`src/rtl/riscvboy_pkg.sv`:
```
// Shared definitions for the instruction-memory loader: FSM encoding, frame magic, word geometry.
package riscvboy_pkg;

  localparam int unsigned BYTES_PER_WORD = 4;
  localparam logic [7:0]  MAGIC_DEF      = 8'hA5;

  typedef enum logic [2:0] {
    ST_IDLE   = 3'd0,
    ST_LEN_LO = 3'd1,
    ST_LEN_HI = 3'd2,
    ST_DATA   = 3'd3,
    ST_CSUM   = 3'd4,
    ST_DONE   = 3'd5
  } loader_state_e;

endpackage

```
`src/rtl/imem_loader_asm.sv`:
```
// Little-endian word assembler: collects bytes into a word and flags the byte that completes it.
module imem_loader_asm
  import riscvboy_pkg::*;
(
  input  logic                        clk_i,
  input  logic                        rst_i,
  input  logic                        clr_i,
  input  logic                        byte_en_i,
  input  logic [7:0]                  byte_i,
  output logic                        word_done_c_o,
  output logic [BYTES_PER_WORD*8-1:0] word_c_o
);

  localparam int unsigned    IDX_W    = $clog2(BYTES_PER_WORD);
  localparam int unsigned    LO_W     = (BYTES_PER_WORD - 1) * 8;
  localparam logic [IDX_W-1:0] LAST_IDX = IDX_W'(BYTES_PER_WORD - 1);

  logic [IDX_W-1:0] idx_q, idx_d;
  logic [LO_W-1:0]  lo_q, lo_d;

  // The final byte is never stored; it is merged combinationally into the completed word.
  always_comb begin
    idx_d = idx_q;
    lo_d  = lo_q;
    if (clr_i) begin
      idx_d = '0;
    end else if (byte_en_i) begin
      if (idx_q == LAST_IDX) begin
        idx_d = '0;
      end else begin
        idx_d = idx_q + IDX_W'(1);
        lo_d[int'(idx_q)*8 +: 8] = byte_i;
      end
    end
  end

  always_ff @(posedge clk_i) begin
    if (rst_i) begin
      idx_q <= '0;
      lo_q  <= '0;
    end else begin
      idx_q <= idx_d;
      lo_q  <= lo_d;
    end
  end

  assign word_done_c_o = byte_en_i && (idx_q == LAST_IDX);
  assign word_c_o      = {byte_i, lo_q};

endmodule

```
`src/rtl/imem_loader.sv`:
```
// Instruction-memory loader: parses MAGIC/LEN/data frames, writes words, holds the core until done.
// Optional trailing XOR checksum byte enabled by defining IMEM_LOADER_CSUM_EN.
module imem_loader
  import riscvboy_pkg::*;
#(
  parameter int unsigned INSTR_WIDTH = 32,
  parameter int unsigned ADDR_W      = 12,
  parameter int unsigned MEM_DEPTH   = 2048,
  parameter logic [7:0]  MAGIC       = MAGIC_DEF
) (
  input  logic                   clk_sys,
  input  logic                   rst,
  input  logic                   i_byte_valid,
  input  logic [7:0]             i_byte_data,
  output logic                   o_byte_ready,
  output logic                   o_instr_wena,
  output logic [ADDR_W-1:0]      o_instr_waddra,
  output logic [INSTR_WIDTH-1:0] o_instr_dina,
  output logic                   o_core_hold,
  output logic                   o_load_done,
  output logic                   o_load_err
);

  loader_state_e           state_q;
  logic                    byte_ready_q;
  logic                    wena_q;
  logic [ADDR_W-1:0]       waddra_q;
  logic [INSTR_WIDTH-1:0]  dina_q;
  logic                    core_hold_q;
  logic                    load_done_q;
  logic                    load_err_q;
  logic [7:0]              len_lo_q;
  logic [15:0]             len_q;
  logic [15:0]             word_cnt_q;
  logic [ADDR_W-1:0]       addr_q;
`ifdef IMEM_LOADER_CSUM_EN
  logic [7:0]              csum_q;
`endif

  logic                        accept_c;
  logic                        data_en_c;
  logic                        magic_c;
  logic [15:0]                 len_c;
  logic                        last_word_c;
  logic                        word_done_c;
  logic [BYTES_PER_WORD*8-1:0] word_c;

  assign accept_c    = i_byte_valid && byte_ready_q;
  assign data_en_c   = accept_c && (state_q == ST_DATA);
  assign magic_c     = accept_c && (state_q == ST_IDLE) && (i_byte_data == MAGIC);
  assign len_c       = {i_byte_data, len_lo_q};
  assign last_word_c = (word_cnt_q == (len_q - 16'd1));

  imem_loader_asm u_asm (
    .clk_i         (clk_sys),
    .rst_i         (rst),
    .clr_i         (magic_c),
    .byte_en_i     (data_en_c),
    .byte_i        (i_byte_data),
    .word_done_c_o (word_done_c),
    .word_c_o      (word_c)
  );

  // Frame FSM; every entry into DONE also drops ready and raises the done pulse.
  always_ff @(posedge clk_sys) begin
    if (rst) begin
      state_q      <= ST_IDLE;
      byte_ready_q <= 1'b1;
      wena_q       <= 1'b0;
      waddra_q     <= '0;
      dina_q       <= '0;
      core_hold_q  <= 1'b1;
      load_done_q  <= 1'b0;
      load_err_q   <= 1'b0;
      len_lo_q     <= '0;
      len_q        <= '0;
      word_cnt_q   <= '0;
      addr_q       <= '0;
`ifdef IMEM_LOADER_CSUM_EN
      csum_q       <= '0;
`endif
    end else begin
      wena_q      <= 1'b0;
      load_done_q <= 1'b0;
      case (state_q)
        ST_IDLE: begin
          if (magic_c) begin
            state_q     <= ST_LEN_LO;
            core_hold_q <= 1'b1;
            load_err_q  <= 1'b0;
            addr_q      <= '0;
          end
        end
        ST_LEN_LO: begin
          if (accept_c) begin
            len_lo_q <= i_byte_data;
            state_q  <= ST_LEN_HI;
          end
        end
        ST_LEN_HI: begin
          if (accept_c) begin
            len_q      <= len_c;
            word_cnt_q <= '0;
            if (len_c == 16'd0) begin
`ifdef IMEM_LOADER_CSUM_EN
              state_q      <= ST_CSUM;
`else
              state_q      <= ST_DONE;
              byte_ready_q <= 1'b0;
              load_done_q  <= 1'b1;
`endif
            end else if (32'(len_c) > MEM_DEPTH) begin
              load_err_q <= 1'b1;
              state_q    <= ST_IDLE;
            end else begin
              state_q <= ST_DATA;
            end
          end
        end
        ST_DATA: begin
          if (word_done_c) begin
            wena_q     <= 1'b1;
            dina_q     <= INSTR_WIDTH'(word_c);
            waddra_q   <= addr_q;
            addr_q     <= addr_q + ADDR_W'(1);
            word_cnt_q <= word_cnt_q + 16'd1;
            if (last_word_c) begin
`ifdef IMEM_LOADER_CSUM_EN
              state_q      <= ST_CSUM;
`else
              state_q      <= ST_DONE;
              byte_ready_q <= 1'b0;
              load_done_q  <= 1'b1;
`endif
            end
          end
        end
`ifdef IMEM_LOADER_CSUM_EN
        ST_CSUM: begin
          if (accept_c) begin
            if (i_byte_data == csum_q) begin
              state_q      <= ST_DONE;
              byte_ready_q <= 1'b0;
              load_done_q  <= 1'b1;
            end else begin
              load_err_q <= 1'b1;
              state_q    <= ST_IDLE;
            end
          end
        end
`endif
        ST_DONE: begin
          state_q      <= ST_IDLE;
          byte_ready_q <= 1'b1;
          core_hold_q  <= 1'b0;
        end
        default: begin
          state_q      <= ST_IDLE;
          byte_ready_q <= 1'b1;
        end
      endcase
`ifdef IMEM_LOADER_CSUM_EN
      if (magic_c) begin
        csum_q <= '0;
      end else if (data_en_c) begin
        csum_q <= csum_q ^ i_byte_data;
      end
`endif
    end
  end

  assign o_byte_ready   = byte_ready_q;
  assign o_instr_wena   = wena_q;
  assign o_instr_waddra = waddra_q;
  assign o_instr_dina   = dina_q;
  assign o_core_hold    = core_hold_q;
  assign o_load_done    = load_done_q;
  assign o_load_err     = load_err_q;

endmodule

```
`config.mk`:
```
export PLATFORM = sky130hd
export DESIGN_NAME = imem_loader
export DESIGN_NICKNAME = d
export VERILOG_FILES = /design/src/rtl/riscvboy_pkg.sv /design/src/rtl/imem_loader_asm.sv /design/src/rtl/imem_loader.sv
export SDC_FILE = /design/constraint.sdc
export NUM_CORES = 1
export LEC_CHECK = 0
export ABC_CLOCK_PERIOD_IN_PS = 2500
export CORE_AREA = 2 2 107 109
export CTS_BUF_LIST = sky130_fd_sc_hd__clkbuf_8
export CTS_CLUSTER_DIAMETER = 60
export DETAILED_ROUTE_END_ITERATION = 10
export DIE_AREA = 0 0 109 111
export GPL_ROUTABILITY_DRIVEN = 0
export GPL_TIMING_DRIVEN = 0
export PLACE_DENSITY = 0.82
export RECOVER_POWER = 50
export SETUP_SLACK_MARGIN = 0.5
export SLEW_MARGIN = 10
export SYNTH_ARGS = -nofsm -noshare
export SYNTH_HDL_FRONTEND = slang
export SYNTH_SLANG_ARGS = --single-unit
```
`constraint.sdc`:
```
create_clock -name clk_sys -period 2.5 [get_ports clk_sys]
set_clock_uncertainty 0.15 [all_clocks]
set_input_delay 0.375 -clock clk_sys [delete_from_list [all_inputs] [get_ports clk_sys]]
set_output_delay 0.375 -clock clk_sys [all_outputs]
set_load 0.02 [all_outputs]
```
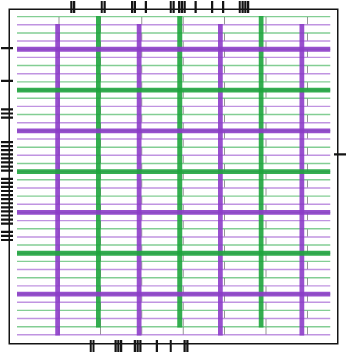
Figure 1: PDN straps and rails.
(3 px per um) Pins as bars on the die edge. Tap cells in gray.
[green] VDD
[purple] VSS
tap cells: 143
signal pins: 60
met4 straps: 7

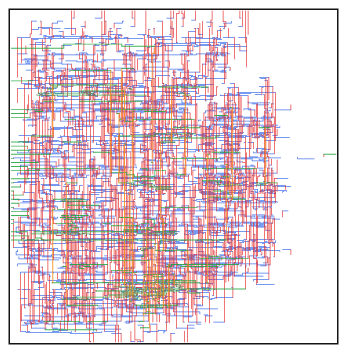
Figure 2: routed metal, one color a layer.
(3 px per um)
[blue] metal 1 | wire length: 6,450 um
[red] metal 2 | wire length: 8,320 um
[orange] metal 4 | wire length: 719 um
[green] metal 3 | wire length: 1,340 um

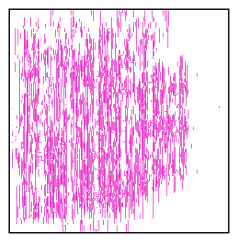
Figure 3: signal wires on met2.
(2 px per um)
share of all routed wire: 49%
nets with wire on the layer: 730

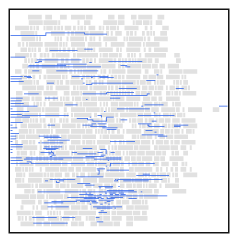
Figure 4: metal 3.
(2 px per um)
wire length on this layer: 1,340 um
main direction: horizontal
share of all routed wire: 8.0%

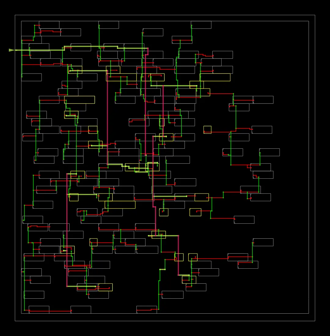
Figure 5: clock nets.
Clock Latency Late Sink: 0.46 ns
Clk power: 2.00 mW

==> Changelog: implementation <==
### Metrics

- Layer with the highest usage after global routing: met2
- Met1 wire length: 6450 um
- Rows: 39
- Main combinational cell family by area after synthesis: simple AND/OR/NAND/NOR gates
- Fraction of met2 tracks used by global routing: 44.1%
- TritonCTS Sinks: 130
- Total Routed Length: 16,800 um
- Cell breakdown of the critical path: inv_2, ha_4, or4b_4, buf_6, or4_4, a32oi_1, o21ai_2, o21ai_4, o22ai_4, a2111oi_4
- Post-route worst setup slack: -0.223 ns
- Failing checks: setup timing
- Via count of the first global-routing pass: 5,289
- Top layer reached by signal wires: met4
- Number of H-tree levels: 4
- Final standard cell count with taps included and fillers excluded: 966
- Average vias per placed instance: 5.89
- Hold crit path type: primary input to flip-flop
- Setup_tns: -0.965 ns
- Transition at the pin with the smallest max-transition slack: 0.722 ns
- Category of the critical setup timing path: flip-flop to flip-flop
- FF+latch count: 130
- # clk buffers: 17
- Depth of the most critical reg-to-reg path: 10
- Power Sequential: 2.07 mW
- Relative slew margins: 51.8%
- Sort of element at the start of the critical path: flip-flop
- Number of max-cap violations: 0
- Vias post-DR: 5,688
- Post-CTS Hold Fix Bufs: 0
- Post-synthesis async set-or-reset flop share: 0%
- Outcome: complete, but fails checks
- Post-Synth Simple-Gate Area: 25.9%
- Post-DR wirelength/cell: 17.4 um
- Worst setup path end: state_q[1]
- Area fraction of clock buffers and clock inverters: 5.81%
- Number of flip-flops in the largest register: 32
- Worst setup timing slack at the placement stage: -0.461 ns
- Die Footprint: 12,100 um^2
- Final design instance area without fill: 7530 um^2
- Worst Setup SP: len_q[0]
- FILL cells: 769
- Number of flops mapped to enable cells by yosys: 0
- Distinct lib cells used: 55
- Flop-to-flop setup slack: -0.22 ns
- Upper clock frequency limit: 0.367 GHz
- # placed instances: 900
- Clock group share of total power: 47.9%
- Setup violations, final: 5
- Area fraction of the dominant cell type after synthesis: 46.0%
- Final period utilization: 109%
- Peak fanout along the critical path: 6
- Chip area from the yosys synthesis statistics: 5650 um^2
- Most numerous logic cell after layout: sky130_fd_sc_hd__nand2_1
- Cells taking the most area after synthesis: sky130_fd_sc_hd__dfxtp_1 46%, sky130_fd_sc_hd__nand2_1 11%, sky130_fd_sc_hd__a21oi_1 8.4%, sky130_fd_sc_hd__xor2_1 3.9%, sky130_fd_sc_hd__nor2_1 3.5%
- Worst path depth: 10
- Final Hold Vio Count: 0
- Proportion of cell area occupied by registers: 34.7%
- CTS tree: built
Power is estimated from default activity; no workload was simulated.
